$ cat config.mk
export PLATFORM = sky130hd
export DESIGN_NAME = sht40_convert
export DESIGN_NICKNAME = d
export VERILOG_FILES = /design/src/rtl/sht40_pkg.sv /design/src/rtl/sht40_serial_mult.sv /design/src/rtl/sht40_convert.sv
export SDC_FILE = /design/constraint.sdc
export NUM_CORES = 1
export LEC_CHECK = 0
export ABC_CLOCK_PERIOD_IN_PS = 4600
export CELL_PAD_IN_SITES_DETAIL_PLACEMENT = 0
export CELL_PAD_IN_SITES_GLOBAL_PLACEMENT = 1
export CORE_ASPECT_RATIO = 1.25
export CORE_MARGIN = 1
export CORE_UTILIZATION = 40
export CTS_CLUSTER_DIAMETER = 80
export DETAILED_ROUTE_END_ITERATION = 10
export GPL_ROUTABILITY_DRIVEN = 0
export GPL_TIMING_DRIVEN = 0
export HOLD_SLACK_MARGIN = 0.02
export PLACE_DENSITY_LB_ADDON = 0.1
export SYNTH_ARGS = -nofsm -noshare
export SYNTH_HDL_FRONTEND = slang
export SYNTH_SLANG_ARGS = --single-unit
$ cat constraint.sdc
create_clock -name clk -period 4.6 [get_ports clk]
set_clock_uncertainty 0.1 [all_clocks]
set_input_delay 0.92 -clock clk [delete_from_list [all_inputs] [get_ports clk]]
set_output_delay 0.92 -clock clk [all_outputs]
set_load 0.02 [all_outputs]
$ cat src/rtl/sht40_pkg.sv
// Shared definitions for the SHT40 raw-to-engineering-units conversion path.
// Contents:
//   conv_state_e  - converter FSM encoding (IDLE/LOAD/MUL/FIN)
//   chan_e        - which channel occupies the shared multiplier
//   *_DEF         - default scale/offset constants (centi-units)
//   RH_MAX        - upper humidity clamp in centi-%RH
//   MUL_CYCLES    - shift-add steps per multiply (one per multiplier bit)
//   sat_add8      - saturating 8-bit add used by the drop counter
package sht40_pkg;

    typedef enum logic [1:0] {
        StIdle = 2'd0,
        StLoad = 2'd1,
        StMul  = 2'd2,
        StFin  = 2'd3
    } conv_state_e;

    typedef enum logic {
        ChTemp = 1'b0,
        ChRh   = 1'b1
    } chan_e;

    localparam int unsigned T_SCALE_DEF   = 17500;
    localparam int unsigned T_OFFSET_DEF  = 4500;
    localparam int unsigned RH_SCALE_DEF  = 12500;
    localparam int unsigned RH_OFFSET_DEF = 600;
    localparam int unsigned RH_MAX        = 10000;
    localparam int unsigned MUL_CYCLES    = 16;

    function automatic logic [7:0] sat_add8(input logic [7:0] a, input logic [1:0] b);
        logic [8:0] sum;
        sum = {1'b0, a} + {7'd0, b};
        return sum[8] ? 8'hFF : sum[7:0];
    endfunction

endpackage

$ cat src/rtl/sht40_serial_mult.sv
// 16x15 unsigned LSB-first shift-add multiplier, one multiplier bit per cycle.
// Ports:
//   clk        - system clock
//   rst_ni     - synchronous active-low reset; abandons any multiply in flight
//   start_i    - load operands and clear the accumulator (one cycle)
//   a_i        - 16-bit multiplier (bits consumed LSB first)
//   b_i        - 15-bit multiplicand
//   done_o     - high during the final step; product_o is complete the next cycle
//   product_o  - 31-bit accumulator / product
module sht40_serial_mult
    import sht40_pkg::*;
(
    input  logic        clk,
    input  logic        rst_ni,
    input  logic        start_i,
    input  logic [15:0] a_i,
    input  logic [14:0] b_i,
    output logic        done_o,
    output logic [30:0] product_o
);

    logic [15:0] a_q;
    logic [30:0] b_q;
    logic [30:0] acc_q;
    logic [3:0]  cnt_q;
    logic        run_q;

    // Combinational so the parent can leave MUL on the same edge as the last step.
    assign done_o    = run_q && (cnt_q == 4'(MUL_CYCLES - 1));
    assign product_o = acc_q;

    always_ff @(posedge clk) begin
        if (!rst_ni) begin
            a_q   <= '0;
            b_q   <= '0;
            acc_q <= '0;
            cnt_q <= '0;
            run_q <= 1'b0;
        end else if (start_i) begin
            a_q   <= a_i;
            b_q   <= {16'd0, b_i};
            acc_q <= '0;
            cnt_q <= '0;
            run_q <= 1'b1;
        end else if (run_q) begin
            if (a_q[0]) begin
                acc_q <= acc_q + b_q;
            end
            a_q   <= a_q >> 1;
            b_q   <= b_q << 1;
            cnt_q <= cnt_q + 4'd1;
            if (done_o) begin
                run_q <= 1'b0;
            end
        end
    end

endmodule

$ cat src/rtl/sht40_convert.sv
// Converts raw SHT40 temperature/humidity words into centi-degC (signed) and
// centi-%RH (unsigned) using one shared serial multiplier, temperature first.
// Ports:
//   clk, Reset_N          - clock, synchronous active-low reset
//   Temperature_Input     - raw temperature word
//   Humidity_Input        - raw humidity word
//   Temp_Ready, RH_Ready  - word-ready strobes (rising edge captures)
//   CRC_Error             - when high on a ready edge the word is dropped
//   Temp_Centi, RH_Centi  - converted results, held until next update
//   Temp_Valid, RH_Valid  - one-cycle update pulses
//   Busy                  - FSM not idle
//   Overrun_Error         - sticky: pending word overwritten before use
//   Drop_Count            - saturating count of CRC-dropped words
module sht40_convert
    import sht40_pkg::*;
#(
    parameter int unsigned T_SCALE   = T_SCALE_DEF,
    parameter int unsigned T_OFFSET  = T_OFFSET_DEF,
    parameter int unsigned RH_SCALE  = RH_SCALE_DEF,
    parameter int unsigned RH_OFFSET = RH_OFFSET_DEF,
    parameter bit          RH_CLAMP  = 1'b1
) (
    input  logic        clk,
    input  logic        Reset_N,
    input  logic [15:0] Temperature_Input,
    input  logic [15:0] Humidity_Input,
    input  logic        Temp_Ready,
    input  logic        RH_Ready,
    input  logic        CRC_Error,
    output logic [15:0] Temp_Centi,
    output logic [15:0] RH_Centi,
    output logic        Temp_Valid,
    output logic        RH_Valid,
    output logic        Busy,
    output logic        Overrun_Error,
    output logic [7:0]  Drop_Count
);

    localparam logic [14:0] TScale  = 15'(T_SCALE);
    localparam logic [14:0] RhScale = 15'(RH_SCALE);
    localparam logic [16:0] TOff    = 17'(T_OFFSET);
    localparam logic [16:0] RhOff   = 17'(RH_OFFSET);
    localparam logic [16:0] RhMax17 = 17'(RH_MAX);

    conv_state_e state_q, state_d;
    chan_e       ch_q, ch_d;

    logic        t_prev_q, rh_prev_q;
    logic [15:0] t_hold_q, rh_hold_q;
    logic        t_pend_q, t_pend_d;
    logic        rh_pend_q, rh_pend_d;
    logic        overrun_q, overrun_d;
    logic [7:0]  drop_q, drop_d;
    logic [15:0] temp_q, temp_d;
    logic [15:0] rh_q, rh_d;
    logic        tv_q, tv_d;
    logic        rv_q, rv_d;

    logic        t_edge, rh_edge, t_cap, rh_cap, t_any, rh_any, dispatch;
    logic        mult_start, mult_done;
    logic [15:0] mult_a;
    logic [14:0] mult_b;
    logic [30:0] product;
    logic [14:0] q;
    logic [16:0] res;
    logic [15:0] rh_res;

    assign t_edge  = Temp_Ready & ~t_prev_q;
    assign rh_edge = RH_Ready & ~rh_prev_q;
    assign t_cap   = t_edge & ~CRC_Error;
    assign rh_cap  = rh_edge & ~CRC_Error;
    // A word captured this cycle can be dispatched on the same edge, which is
    // what gives the 19-cycle edge-to-valid latency.
    assign t_any   = t_pend_q | t_cap;
    assign rh_any  = rh_pend_q | rh_cap;

    assign mult_a = (ch_q == ChTemp) ? t_hold_q : rh_hold_q;
    assign mult_b = (ch_q == ChTemp) ? TScale : RhScale;

    sht40_serial_mult u_mult (
        .clk       (clk),
        .rst_ni    (Reset_N),
        .start_i   (mult_start),
        .a_i       (mult_a),
        .b_i       (mult_b),
        .done_o    (mult_done),
        .product_o (product)
    );

    // Scale result: truncating divide by 65536, then remove the offset.
    always_comb begin
        q   = product[30:16];
        res = {2'b00, q} - ((ch_q == ChTemp) ? TOff : RhOff);
        rh_res = res[15:0];
        if (RH_CLAMP) begin
            if (res[16]) begin
                rh_res = '0;
            end else if (res > RhMax17) begin
                rh_res = RhMax17[15:0];
            end
        end
    end

    always_comb begin
        state_d    = state_q;
        ch_d       = ch_q;
        mult_start = 1'b0;
        dispatch   = 1'b0;
        t_pend_d   = t_any;
        rh_pend_d  = rh_any;
        temp_d     = temp_q;
        rh_d       = rh_q;
        tv_d       = 1'b0;
        rv_d       = 1'b0;
        overrun_d  = overrun_q | (t_cap & t_pend_q) | (rh_cap & rh_pend_q);
        drop_d     = sat_add8(drop_q, {1'b0, t_edge & CRC_Error} + {1'b0, rh_edge & CRC_Error});

        unique case (state_q)
            StIdle: begin
                dispatch = 1'b1;
            end
            StLoad: begin
                mult_start = 1'b1;
                state_d    = StMul;
            end
            StMul: begin
                if (mult_done) begin
                    state_d = StFin;
                end
            end
            StFin: begin
                if (ch_q == ChTemp) begin
                    temp_d = res[15:0];
                    tv_d   = 1'b1;
                end else begin
                    rh_d = rh_res;
                    rv_d = 1'b1;
                end
                state_d  = StIdle;
                dispatch = 1'b1;
            end
            default: state_d = StIdle;
        endcase

        if (dispatch) begin
            if (t_any) begin
                state_d  = StLoad;
                ch_d     = ChTemp;
                t_pend_d = 1'b0;
            end else if (rh_any) begin
                state_d   = StLoad;
                ch_d      = ChRh;
                rh_pend_d = 1'b0;
            end
        end
    end

    always_ff @(posedge clk) begin
        if (!Reset_N) begin
            state_q   <= StIdle;
            ch_q      <= ChTemp;
            t_prev_q  <= 1'b0;
            rh_prev_q <= 1'b0;
            t_hold_q  <= '0;
            rh_hold_q <= '0;
            t_pend_q  <= 1'b0;
            rh_pend_q <= 1'b0;
            overrun_q <= 1'b0;
            drop_q    <= '0;
            temp_q    <= '0;
            rh_q      <= '0;
            tv_q      <= 1'b0;
            rv_q      <= 1'b0;
        end else begin
            state_q   <= state_d;
            ch_q      <= ch_d;
            t_prev_q  <= Temp_Ready;
            rh_prev_q <= RH_Ready;
            if (t_cap) begin
                t_hold_q <= Temperature_Input;
            end
            if (rh_cap) begin
                rh_hold_q <= Humidity_Input;
            end
            t_pend_q  <= t_pend_d;
            rh_pend_q <= rh_pend_d;
            overrun_q <= overrun_d;
            drop_q    <= drop_d;
            temp_q    <= temp_d;
            rh_q      <= rh_d;
            tv_q      <= tv_d;
            rv_q      <= rv_d;
        end
    end

    assign Temp_Centi    = temp_q;
    assign RH_Centi      = rh_q;
    assign Temp_Valid    = tv_q;
    assign RH_Valid      = rv_q;
    assign Busy          = (state_q != StIdle);
    assign Overrun_Error = overrun_q;
    assign Drop_Count    = drop_q;

endmodule

Fig. 1: run 1, the metal 3 layer
Scale bar: 50 µm.
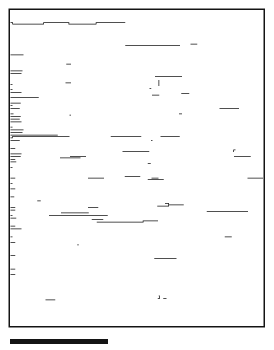
main direction: horizontal
nets with wire on the layer: 66
longest straight run: 29.4 µm

Fig. 2: run 1, routing congestion
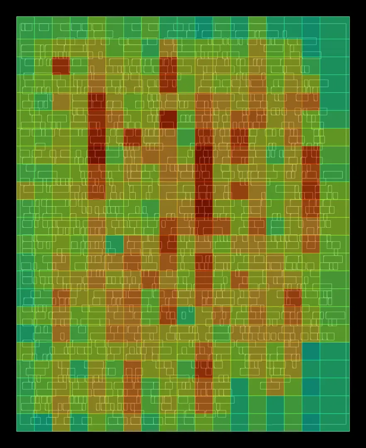
met2 capacity usage during global routing: 0.367
routed length per placed instance: 16.0 µm
met3 Track Usage GR: 0.0363
most utilized layer in the global route result: met2

==> out/summary.json, run 1 <==
{
  "synthesis": {
    "leading_cell_types_by_count_after_synthesis": "sky130_fd_sc_hd__dfxtp_1, sky130_fd_sc_hd__nand2_1, sky130_fd_sc_hd__a21oi_1",
    "post-synth-top-count-cell": "sky130_fd_sc_hd__dfxtp_1",
    "largest_type_area_fraction": 0.399,
    "number_of_distinct_library_cell_variants_in_the_gate_level_netlist_after_synthesis": 70,
    "synthesis.nets": 1028,
    "ys_sh_xor": 0.0414,
    "dominantRegCellSynth": "sky130_fd_sc_hd__dfxtp_1",
    "synth.largest_area_cell": "sky130_fd_sc_hd__dfxtp_1",
    "ff_latch_count_synth": 160,
    "syn-cell-area_um2": 8040,
    "synthArstFlopShare": 0,
    "synth_stat.cells": 947,
    "top_cells_by_area": "sky130_fd_sc_hd__dfxtp_1, sky130_fd_sc_hd__a21oi_1, sky130_fd_sc_hd__nand2_1",
    "yosys_warnings": 0,
    "postSynthCellCount": 947,
    "simple_gate_share": 0.183,
    "top_logic_kind": "AND-OR/OR-AND gates",
    "synth-edff-count": 0,
    "muxShareOfSynthArea": 0.0562,
    "synth_chip_area_um2": 8040,
    "synth.yosys.seq_area_share": 0.399,
    "synth.cellmix.compoundShare": 0.213,
    "synth.avg_cell_area_um2": 8.49
  },
  "sta": {
    "max_freq_mhz": 251,
    "rsz_0062_raised_after_global_routing": "no",
    "final-hold-violation-count": 0,
    "finalSetupTns_ns": 0,
    "worst_slack_ns": 0.618,
    "layout_worst_path_cycle_share": 0.866,
    "finalWorstPathRequiredPeriod_ns": 3.98,
    "worst_slew_pin_slew_ns": 1.26,
    "drv_slew": 0,
    "slew-limit-headroom": 0.158,
    "report.final.setup_viol": 0
  },
  "layout": {
    "final_net_count": 1126,
    "final.fill_count": 1998,
    "num_antenna_cells": 0,
    "stdcell_area_um2": 9800,
    "final_layout_size_suffix_gt1_frac": 0.0586,
    "lay_top_count": "sky130_fd_sc_hd__dfxtp_1",
    "final-instance-count-excl-fill": 1323,
    "most_used_cells_in_the_layout_excluding_fill_and_tap_cells": "sky130_fd_sc_hd__dfxtp_1, sky130_fd_sc_hd__nand2_1, sky130_fd_sc_hd__a21oi_1, sky130_fd_sc_hd__nor2_1, sky130_fd_sc_hd__clkdlybuf4s50_1",
    "area_growth_syn_to_layout_pct": 21.9
  },
  "critical_path": {
    "endpoint_kind": "register",
    "worst_path_dominant_cell_family": "AND-OR/OR-AND gates",
    "cp.depth": 12,
    "endpoint": "RH_Centi[6]$_SDFFE_PN0P_",
    "worst-endpoint-arrival_ns": 4.21,
    "timing.rr.end": "RH_Centi[6]$_SDFFE_PN0P_",
    "crit_slowest_cell": "sky130_fd_sc_hd__ha_1",
    "timing.reg2reg.setup_slack_ns": 0.62,
    "timing.critical_path.cells": "clkbuf_1, inv_1, ha_1, a21o_1, nand2_1, a41oi_2, or2_4, a21oi_2, xor2_1, o311ai_1, nor3b_4, a22o_1",
    "timing.critical_path.fanout_max": 10,
    "crit_path_start_kind": "register",
    "path_buffers": 2,
    "reg2reg_depth": 12,
    "r2r_start": "ch_q$_SDFFE_PN0P_",
    "path_class": "register to register",
    "worst_path_largest_cell_delay_ns": 0.46,
    "critPathLaunch": "ch_q$_SDFFE_PN0P_"
  },
  "floorplan": {
    "die.size.x_um": 129,
    "count_of_boundary_i_o_pins": 81,
    "fp.coreArea_um2": 19500,
    "die_area_um2": 20700,
    "floorplan.initialDensity": 0.411
  },
  "route": {
    "wl_um": 21200,
    "vias": 6819,
    "drt-pass1-iter-count": 4,
    "uppermost_signal_routing_layer_after_detailed_routing": "met4",
    "routedLengthMet1_um": 10000,
    "viasPerCell": 5.15,
    "detailroute.wirelength.met2_um": 10400,
    "routed-wl-met3_um": 559,
    "detail_route.iter0.violations": 296,
    "postRouteAntennaNets": 0
  },
  "pwr": {
    "powerComb_mw": 0.700,
    "power.internal_mw": 2.69,
    "power.largest_group": "the clock network",
    "power.switching_fraction": 0.297,
    "power.density_cell_area_nw_per_um2": 390,
    "clockPowerShare": 0.410,
    "cellLeakagePower_nw": 3.64,
    "design_power_mw": 3.82,
    "pg_seq_mw": 1.55,
    "power.net_switching_mw": 1.14,
    "share_comb_of_total_power": 0.183,
    "worst_ir_drop_vdd_uv": 341,
    "p_clk_mw": 1.57
  },
  "clocking": {
    "clkSinkCount": 160,
    "ctsHoldBuffers": 0,
    "cts_inserted_buffers": 17,
    "clkTransAtPathRegs_ns": 0.07,
    "cts-htree-levels": 4,
    "post_cts.resized_instances": 0,
    "cts_tree": "yes"
  },
  "global_route": {
    "global_route.usage.total": 0.216,
    "grt-ovfl-total": 0,
    "vias_in_the_first_global_route": 6800,
    "antenna_found_initial": 0,
    "groute.layer.met1.usage": 0.279,
    "pin_count_of_the_biggest_net_entering_global_routing": 17,
    "grt_pass1_wl_um": 34900
  },
  "hold_path": {
    "hold-path-cell-count": 2,
    "worst_hold_startpoint": "t_hold_q[9]$_SDFFE_PN0P_",
    "hp-class": "register to register"
  },
  "place": {
    "place_worst_setup_slack_ns": 0.598,
    "placement.cell_area_um2": 9160,
    "port_buffers": 79,
    "detailed_place_hpwl_um": 16000
  },
  "run": {
    "count_of_max_cap_constraint_violations": 0,
    "openroad.warnings": 29
  },
  "status": {
    "status": "complete, no violations"
  }
}
Fig. 3: run 1, metal 2
Cells faint in the background.
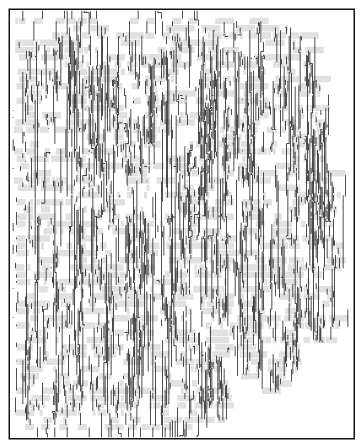
wire length on this layer: 10400 µm
main direction: vertical
nets with wire on the layer: 880
longest straight run: 74.8 µm
share of all routed wire: 49%

==> run 1: cell type report <==
| type | count | area (µm²) | share of cell area |
|---|---|---|---|
| Buffer | 49 | 190 | 0.0194 |
| Inverter | 26 | 97.6 | 0.00996 |
| Multi-Input combinational cell | 712 | 4550 | 0.464 |
| Tap cell | 265 | 332 | 0.0338 |
| Timing Repair Buffer | 79 | 791 | 0.0807 |
| Clock buffer | 17 | 425 | 0.0434 |
| Clock inverter | 15 | 216 | 0.0221 |
| Sequential cell | 160 | 3200 | 0.327 |
==> run 1: sequential cells by signal, summed over array words and instances, names as in the netlist, 2 cells and up <==
name / cells
u_mult.cnt_q: 4
u_mult.product_o: 29
u_mult.b_q: 29
Drop_Count: 8
u_mult.a_q: 16
rh_hold_q: 16
RH_Centi: 15
state_q: 2
Temp_Centi: 16
t_hold_q: 16
## Run 2: what changed since run 1
CTS_CLUSTER_DIAMETER = 30   (was 80)
HOLD_SLACK_MARGIN = 0.03   (was 0.02)
Fig. 4: run 2, routing congestion
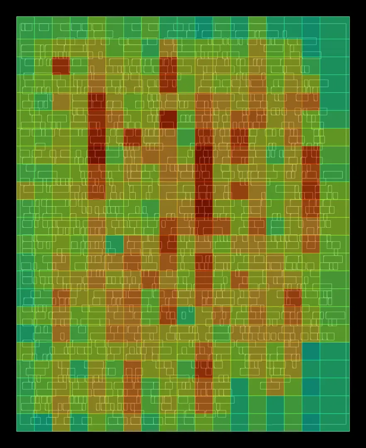
met1 global-route usage: 0.279
end-of-flow core utilization: 0.502
combined global-route utilization of all metal layers: 0.216

Fig. 5: run 2, selected gate families
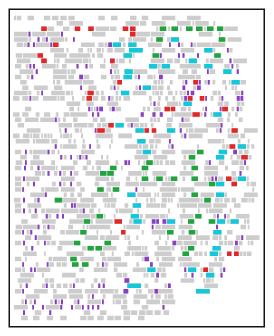
| family | color | cells |
|---|---|---|
| nand cells | purple | 172 |
| mux cells | green | 45 |
| non-inverting ao/oa cells | red | 34 |
| fa/ha/maj cells | cyan | 44 |

==> run 2 against run 1 <==
  * Register-to-register slack about the same
  * Die area unchanged
  * Power unchanged
  * Critical path type unchanged
==> out/summary.json, run 2 <==
{
  "run": {
    "count_of_max_cap_constraint_violations": {"value": 0, "change": "unchanged"},
    "openroad.warnings": {"value": 29, "change": "unchanged"}
  },
  "hold_path": {
    "hold-path-cell-count": {"value": 2, "change": "unchanged"}
  },
  "route": {
    "viasPerCell": {"value": 5.15, "change": "unchanged"},
    "vias": {"value": 6819, "change": "unchanged"},
    "drt-pass1-iter-count": {"value": 4, "change": "unchanged"},
    "detailroute.wirelength.met2": {"value": 10400, "unit": "µm", "change": "unchanged"},
    "wl": {"value": 21200, "unit": "µm", "change": "unchanged"},
    "postRouteAntennaNets": {"value": 0, "change": "unchanged"},
    "uppermost_signal_routing_layer_after_detailed_routing": "met4"
  },
  "floorplan": {
    "count_of_boundary_i_o_pins": {"value": 81, "change": "unchanged"},
    "die.size.x": {"value": 129, "unit": "µm", "change": "unchanged"},
    "floorplan.initialDensity": {"value": 0.411, "change": "unchanged"}
  },
  "global_route": {
    "grt_util_met2": {"value": 0.367, "change": "unchanged"},
    "global_route.usage.met3": {"value": 0.0363, "change": "unchanged"},
    "antenna_found_initial": {"value": 0, "change": "unchanged"},
    "grt_pass1_wl": {"value": 34900, "unit": "µm", "change": "unchanged"},
    "grt-ovfl-total": {"value": 0, "change": "unchanged"},
    "vias_in_the_first_global_route": {"value": 6800, "change": "unchanged"}
  },
  "sta": {
    "drv_slew": {"value": 0, "change": "unchanged"},
    "worst_slack": {"value": 0.618, "unit": "ns", "change": "unchanged"},
    "report.final.setup_viol": {"value": 0, "change": "unchanged"},
    "rsz_0062_raised_after_global_routing": "no",
    "final-hold-violation-count": {"value": 0, "change": "unchanged"},
    "max_freq": {"value": 251, "unit": "MHz", "change": "unchanged"}
  },
  "pwr": {
    "design_power": {"value": 3.82, "unit": "mW", "change": "unchanged"},
    "share_comb_of_total_power": {"value": 0.183, "change": "about the same"},
    "clockPowerShare": {"value": 0.410, "change": "about the same"},
    "cellLeakagePower": {"value": 3.64, "unit": "nW", "change": "unchanged"},
    "power.net_switching": {"value": 1.14, "unit": "mW", "change": "unchanged"},
    "power.switching_fraction": {"value": 0.297, "change": "unchanged"},
    "power.density_cell_area": {"value": 390, "unit": "nW/µm²", "change": "unchanged"},
    "worst_ir_drop_vdd": {"value": 341, "unit": "µV", "change": "unchanged"}
  },
  "layout": {
    "stdcell_area": {"value": 9800, "unit": "µm²", "change": "unchanged"},
    "final.fill_count": {"value": 1998, "change": "unchanged"},
    "num_antenna_cells": {"value": 0, "change": "unchanged"},
    "area_growth_syn_to_layout": {"value": 21.9, "unit": "%", "change": "unchanged"},
    "final-instance-count-excl-fill": {"value": 1323, "change": "unchanged"},
    "most_used_cells_in_the_layout_excluding_fill_and_tap_cells": "sky130_fd_sc_hd__dfxtp_1, sky130_fd_sc_hd__nand2_1, sky130_fd_sc_hd__a21oi_1, sky130_fd_sc_hd__nor2_1, sky130_fd_sc_hd__clkdlybuf4s50_1",
    "final_layout_size_suffix_gt1_frac": {"value": 0.0586, "change": "unchanged"}
  },
  "synthesis": {
    "top_cells_by_area": "sky130_fd_sc_hd__dfxtp_1, sky130_fd_sc_hd__a21oi_1, sky130_fd_sc_hd__nand2_1",
    "synth.yosys.seq_area_share": {"value": 0.399, "change": "unchanged"},
    "synthesis.nets": {"value": 1028, "change": "unchanged"},
    "synth_chip_area": {"value": 8040, "unit": "µm²", "change": "unchanged"},
    "synth_stat.cells": {"value": 947, "change": "unchanged"},
    "dominantRegCellSynth": "sky130_fd_sc_hd__dfxtp_1",
    "leading_cell_types_by_count_after_synthesis": "sky130_fd_sc_hd__dfxtp_1, sky130_fd_sc_hd__nand2_1, sky130_fd_sc_hd__a21oi_1",
    "post-synth-top-count-cell": "sky130_fd_sc_hd__dfxtp_1",
    "syn-cell-area": {"value": 8040, "unit": "µm²", "change": "unchanged"},
    "largest_type_area_fraction": {"value": 0.399, "change": "unchanged"}
  },
  "place": {
    "place_worst_setup_slack": {"value": 0.598, "unit": "ns", "change": "unchanged"},
    "placement.cell_area": {"value": 9160, "unit": "µm²", "change": "unchanged"},
    "port_buffers": {"value": 79, "change": "unchanged"},
    "detailed_place_hpwl": {"value": 16000, "unit": "µm", "change": "unchanged"}
  },
  "critical_path": {
    "r2r_start": "ch_q$_SDFFE_PN0P_",
    "endpoint": "RH_Centi[6]$_SDFFE_PN0P_",
    "timing.reg2reg.setup_slack": {"value": 0.62, "unit": "ns", "change": "about the same"},
    "worst-endpoint-arrival": {"value": 4.21, "unit": "ns", "change": "about the same"},
    "endpoint_kind": "register"
  },
  "clocking": {
    "ctsHoldBuffers": {"value": 0, "change": "unchanged"},
    "post_cts.resized_instances": {"value": 0, "change": "unchanged"},
    "cts_tree": "yes"
  },
  "status": {
    "status": "complete, no violations"
  }
}
==> run 2: layout make-up <==
cell class | count | area (µm²) | area share
well taps | 265 | 332 | 0.0338
repair buffers | 79 | 791 | 0.0807
flip-flops and latches | 160 | 3200 | 0.327
plain buffers | 49 | 190 | 0.0194
clock inverters | 15 | 216 | 0.0221
inverters | 26 | 97.6 | 0.00996
multi-input cells | 712 | 4550 | 0.464
clock buffers | 17 | 425 | 0.0434
==> run 2: cells by family after synthesis <==
| logic type | after synthesis | share of synthesized area |
|---|---|---|
| flops | 160 | 0.399 |
| fa+ha+maj | 44 | 0.0713 |
| other cells | 1 | 0.000467 |
| simple gates | 321 | 0.183 |
| buf+inv | 75 | 0.0358 |
| compound gates | 263 | 0.213 |
| mux | 45 | 0.0562 |
| xor+xnor | 38 | 0.0414 |
## Run 3: what changed since run 2
CTS_CLUSTER_SIZE = 10   (was not set)
Fig. 6: run 3, register map, names as in the netlist
Other sequential cells in the stronger gray, the rest of the logic in the fainter gray.
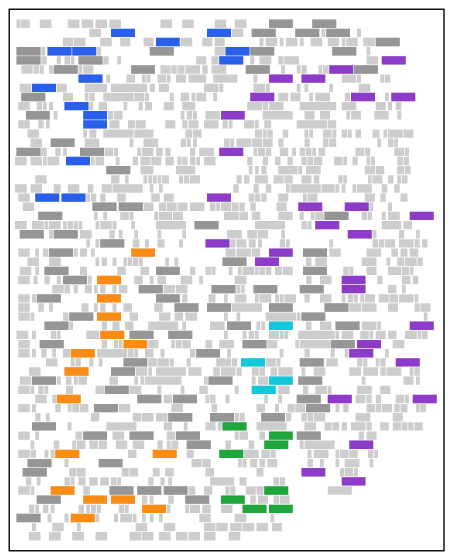
| name in the netlist | color | flops |
|---|---|---|
| u_mult.cnt_q | cyan | 4 |
| u_mult.product_o | purple | 29 |
| Drop_Count | green | 8 |
| rh_hold_q | orange | 16 |
| RH_Centi | blue | 15 |

Fig. 7: run 3, routing congestion
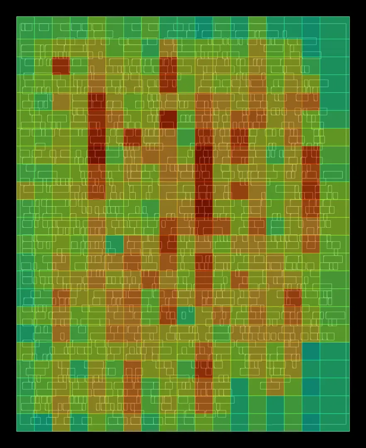

==> run 3 against run 2 <==
  * Via count is the same
  * Die area unchanged
  * Combinational power is essentially flat
  * Area after synthesis unchanged
  * Global-route usage unchanged
  * Register-to-register slack barely moved
  * Worst hold slack unchanged
  * Power stayed put
  * Sequential cell count is the same
  * Final area did not move
  * Fmax did not move
  * Critical path type unchanged
  * Critical endpoint unchanged
  * Highest routed layer unchanged
==> out/summary.json, run 3 <==
{
  "pwr": {
    "clockPowerShare": {"value": 0.410, "change": "about the same"},
    "powerComb_mw": 0.700,
    "share_comb_of_total_power": {"value": 0.183, "change": "about the same"},
    "worst_ir_drop_vdd": {"value": 341, "unit": "µV", "change": "unchanged"},
    "p_clk_mw": 1.57,
    "cellLeakagePower": {"value": 3.64, "unit": "nW", "change": "unchanged"},
    "seqPwrFrac": 0.406,
    "power.net_switching": {"value": 1.14, "unit": "mW", "change": "unchanged"},
    "pg_seq_mw": 1.55,
    "power.internal_mw": 2.69,
    "power.switching_fraction": {"value": 0.297, "change": "unchanged"},
    "power.largest_group": "the clock network",
    "power.density_cell_area": {"value": 390, "unit": "nW/µm²", "change": "unchanged"}
  },
  "synthesis": {
    "synth_chip_area": {"value": 8040, "unit": "µm²", "change": "unchanged"},
    "ys_sh_xor": {"value": 0.0414, "change": "unchanged"},
    "synth.avg_cell_area_um2": 8.49,
    "synthArstFlopShare": 0,
    "largest_type_area_fraction": {"value": 0.399, "change": "unchanged"},
    "dominantRegCellSynth": "sky130_fd_sc_hd__dfxtp_1",
    "ff_latch_count_synth": 160,
    "synthesis.nets": {"value": 1028, "change": "unchanged"},
    "synth.largest_area_cell": "sky130_fd_sc_hd__dfxtp_1",
    "leading_cell_types_by_count_after_synthesis": "sky130_fd_sc_hd__dfxtp_1, sky130_fd_sc_hd__nand2_1, sky130_fd_sc_hd__a21oi_1",
    "synth_stat.cells": {"value": 947, "change": "unchanged"},
    "post-synth-top-count-cell": "sky130_fd_sc_hd__dfxtp_1",
    "top_cells_by_area": "sky130_fd_sc_hd__dfxtp_1, sky130_fd_sc_hd__a21oi_1, sky130_fd_sc_hd__nand2_1",
    "synth.cellmix.compoundShare": {"value": 0.213, "change": "unchanged"},
    "postSynthCellCount": 947,
    "synth.yosys.seq_area_share": {"value": 0.399, "change": "unchanged"},
    "muxShareOfSynthArea": {"value": 0.0562, "change": "unchanged"},
    "ys_sh_adder": {"value": 0.0713, "change": "unchanged"},
    "number_of_distinct_library_cell_variants_in_the_gate_level_netlist_after_synthesis": 70,
    "synth-edff-count": 0,
    "top_logic_kind": "AND-OR/OR-AND gates",
    "syn-cell-area": {"value": 8040, "unit": "µm²", "change": "unchanged"},
    "simple_gate_share": {"value": 0.183, "change": "unchanged"},
    "yosys_warnings": 0
  },
  "route": {
    "postRouteAntennaNets": {"value": 0, "change": "unchanged"},
    "drt-pass1-iter-count": {"value": 4, "change": "unchanged"},
    "wl": {"value": 21200, "unit": "µm", "change": "unchanged"},
    "detail_route.iter0.violations": 296,
    "routed_wire_length_per_instance_um": 16.0,
    "viasPerCell": {"value": 5.15, "change": "unchanged"},
    "vias": {"value": 6819, "change": "unchanged"},
    "dr_drc_count": 0
  },
  "global_route": {
    "grt-ovfl-total": {"value": 0, "change": "unchanged"},
    "groute.layer.met1.usage": {"value": 0.279, "change": "unchanged"},
    "global_route.usage.total": {"value": 0.216, "change": "unchanged"},
    "global_route.peak_usage_layer": "met2",
    "grt_pass1_wl": {"value": 34900, "unit": "µm", "change": "unchanged"},
    "vias_in_the_first_global_route": {"value": 6800, "change": "unchanged"},
    "grt_util_met2": {"value": 0.367, "change": "unchanged"},
    "pin_count_of_the_biggest_net_entering_global_routing": 17,
    "global_route.usage.met3": {"value": 0.0363, "change": "unchanged"},
    "antenna_found_initial": {"value": 0, "change": "unchanged"}
  },
  "clocking": {
    "post-cts-setup-buffers": 0,
    "cts.path.max_buffers": 2,
    "clock_latency_ns": 0.44,
    "clkSinkCount": 160,
    "clkTransAtPathRegs_ns": 0.07,
    "cts_inserted_buffers": 17,
    "cts-root-buf": "sky130_fd_sc_hd__clkbuf_16",
    "post_cts.resized_instances": {"value": 0, "change": "unchanged"},
    "ctsHoldBuffers": {"value": 0, "change": "unchanged"},
    "cts_tree": "yes",
    "cts-htree-levels": 4
  },
  "critical_path": {
    "worst_path_largest_cell_delay_ns": 0.46,
    "path_buffers": 2,
    "critPathLaunch": "ch_q$_SDFFE_PN0P_",
    "cp.depth": 12,
    "crit_path_start_kind": "register",
    "worst-endpoint-arrival": {"value": 4.21, "unit": "ns", "change": "about the same"},
    "worst_path_dominant_cell_family": "AND-OR/OR-AND gates",
    "cp_data_required_time_ns": 4.83,
    "reg2reg_depth": 12,
    "timing.critical_path.cells": "clkbuf_1, inv_1, ha_1, a21o_1, nand2_1, a41oi_2, or2_4, a21oi_2, xor2_1, o311ai_1, nor3b_4, a22o_1",
    "timing.critical_path.fanout_max": 10,
    "endpoint": "RH_Centi[6]$_SDFFE_PN0P_",
    "r2r_start": "ch_q$_SDFFE_PN0P_",
    "timing.reg2reg.setup_slack": {"value": 0.62, "unit": "ns", "change": "about the same"},
    "crit_slowest_cell": "sky130_fd_sc_hd__ha_1",
    "path_class": "register to register",
    "endpoint_kind": "register",
    "timing.rr.end": "RH_Centi[6]$_SDFFE_PN0P_"
  },
  "layout": {
    "lay_top_count": "sky130_fd_sc_hd__dfxtp_1",
    "flop_area": {"value": 3200, "unit": "µm²", "change": "unchanged"},
    "final.fill_count": {"value": 1998, "change": "unchanged"},
    "num_antenna_cells": {"value": 0, "change": "unchanged"},
    "final_core_utilization": {"value": 0.502, "change": "unchanged"},
    "stdcell_area": {"value": 9800, "unit": "µm²", "change": "unchanged"},
    "final_layout_size_suffix_gt1_frac": {"value": 0.0586, "change": "unchanged"},
    "most_used_cells_in_the_layout_excluding_fill_and_tap_cells": "sky130_fd_sc_hd__dfxtp_1, sky130_fd_sc_hd__nand2_1, sky130_fd_sc_hd__a21oi_1, sky130_fd_sc_hd__nor2_1, sky130_fd_sc_hd__clkdlybuf4s50_1",
    "final-instance-count-excl-fill": {"value": 1323, "change": "unchanged"},
    "area_growth_syn_to_layout": {"value": 21.9, "unit": "%", "change": "unchanged"},
    "final_net_count": 1126,
    "area.combinational": {"value": 4550, "unit": "µm²", "change": "unchanged"}
  },
  "sta": {
    "drv_slew": {"value": 0, "change": "unchanged"},
    "finalWorstPathRequiredPeriod_ns": 3.98,
    "worst_slack": {"value": 0.618, "unit": "ns", "change": "unchanged"},
    "layout_worst_path_cycle_share": 0.866,
    "max_freq": {"value": 251, "unit": "MHz", "change": "unchanged"},
    "finalSetupTns_ns": 0,
    "report.final.setup_viol": {"value": 0, "change": "unchanged"},
    "final-hold-violation-count": {"value": 0, "change": "unchanged"},
    "rsz_0062_raised_after_global_routing": "no",
    "slew-limit-headroom": 0.158,
    "worst_slew_pin_slew_ns": 1.26
  },
  "floorplan": {
    "die_area_um2": 20700,
    "die.size.x": {"value": 129, "unit": "µm", "change": "unchanged"},
    "fp.coreArea_um2": 19500,
    "floorplan.initialDensity": {"value": 0.411, "change": "unchanged"},
    "std_cell_rows": 57,
    "count_of_boundary_i_o_pins": {"value": 81, "change": "unchanged"},
    "die_y_um": 160
  },
  "run": {
    "openroad.warnings": {"value": 29, "change": "unchanged"},
    "count_of_max_cap_constraint_violations": {"value": 0, "change": "unchanged"}
  },
  "status": {
    "status": "complete, no violations"
  },
  "place": {
    "detailed_place_hpwl": {"value": 16000, "unit": "µm", "change": "unchanged"},
    "number_of_placed_cells_counting_well_taps": 1291,
    "place_worst_setup_slack": {"value": 0.598, "unit": "ns", "change": "unchanged"},
    "port_buffers": {"value": 79, "change": "unchanged"},
    "placement.cell_area": {"value": 9160, "unit": "µm²", "change": "unchanged"}
  },
  "hold_path": {
    "hp-class": "register to register",
    "worst_hold_startpoint": "t_hold_q[9]$_SDFFE_PN0P_",
    "hold_path_end": "t_hold_q[9]$_SDFFE_PN0P_",
    "hold-path-cell-count": {"value": 2, "change": "unchanged"}
  }
}
## run 3: cell counts after synthesis
Identical to the previous run, type by type.
## run 3: cell type report
type	count	area share
Multi-Input combinational cell	712	0.464
Sequential cell	160	0.327
Timing Repair Buffer	79	0.0807
Clock buffer	17	0.0434
Tap cell	265	0.0338
Clock inverter	15	0.0221
Buffer	49	0.0194
Inverter	26	0.00996
## run 3: routing by layer
metal	up-vias	part of all wire
li1	3540	-
met1	3152	0.47
met2	108	0.49
met3	19	0.026
met4	0	0.012
met5	-	0
## run 3: through the flow
stage	hold WS [ns]	power (mW)
3_5_place_dp	0.343	2.29
2_1_floorplan	0.332	2.05
4_1_cts	0.353	3.85
3_3_place_gp	0.339	2.29
5_1_grt	0.370	3.99
6_report	0.351	3.82
Power and IR drop assume default switching activity.
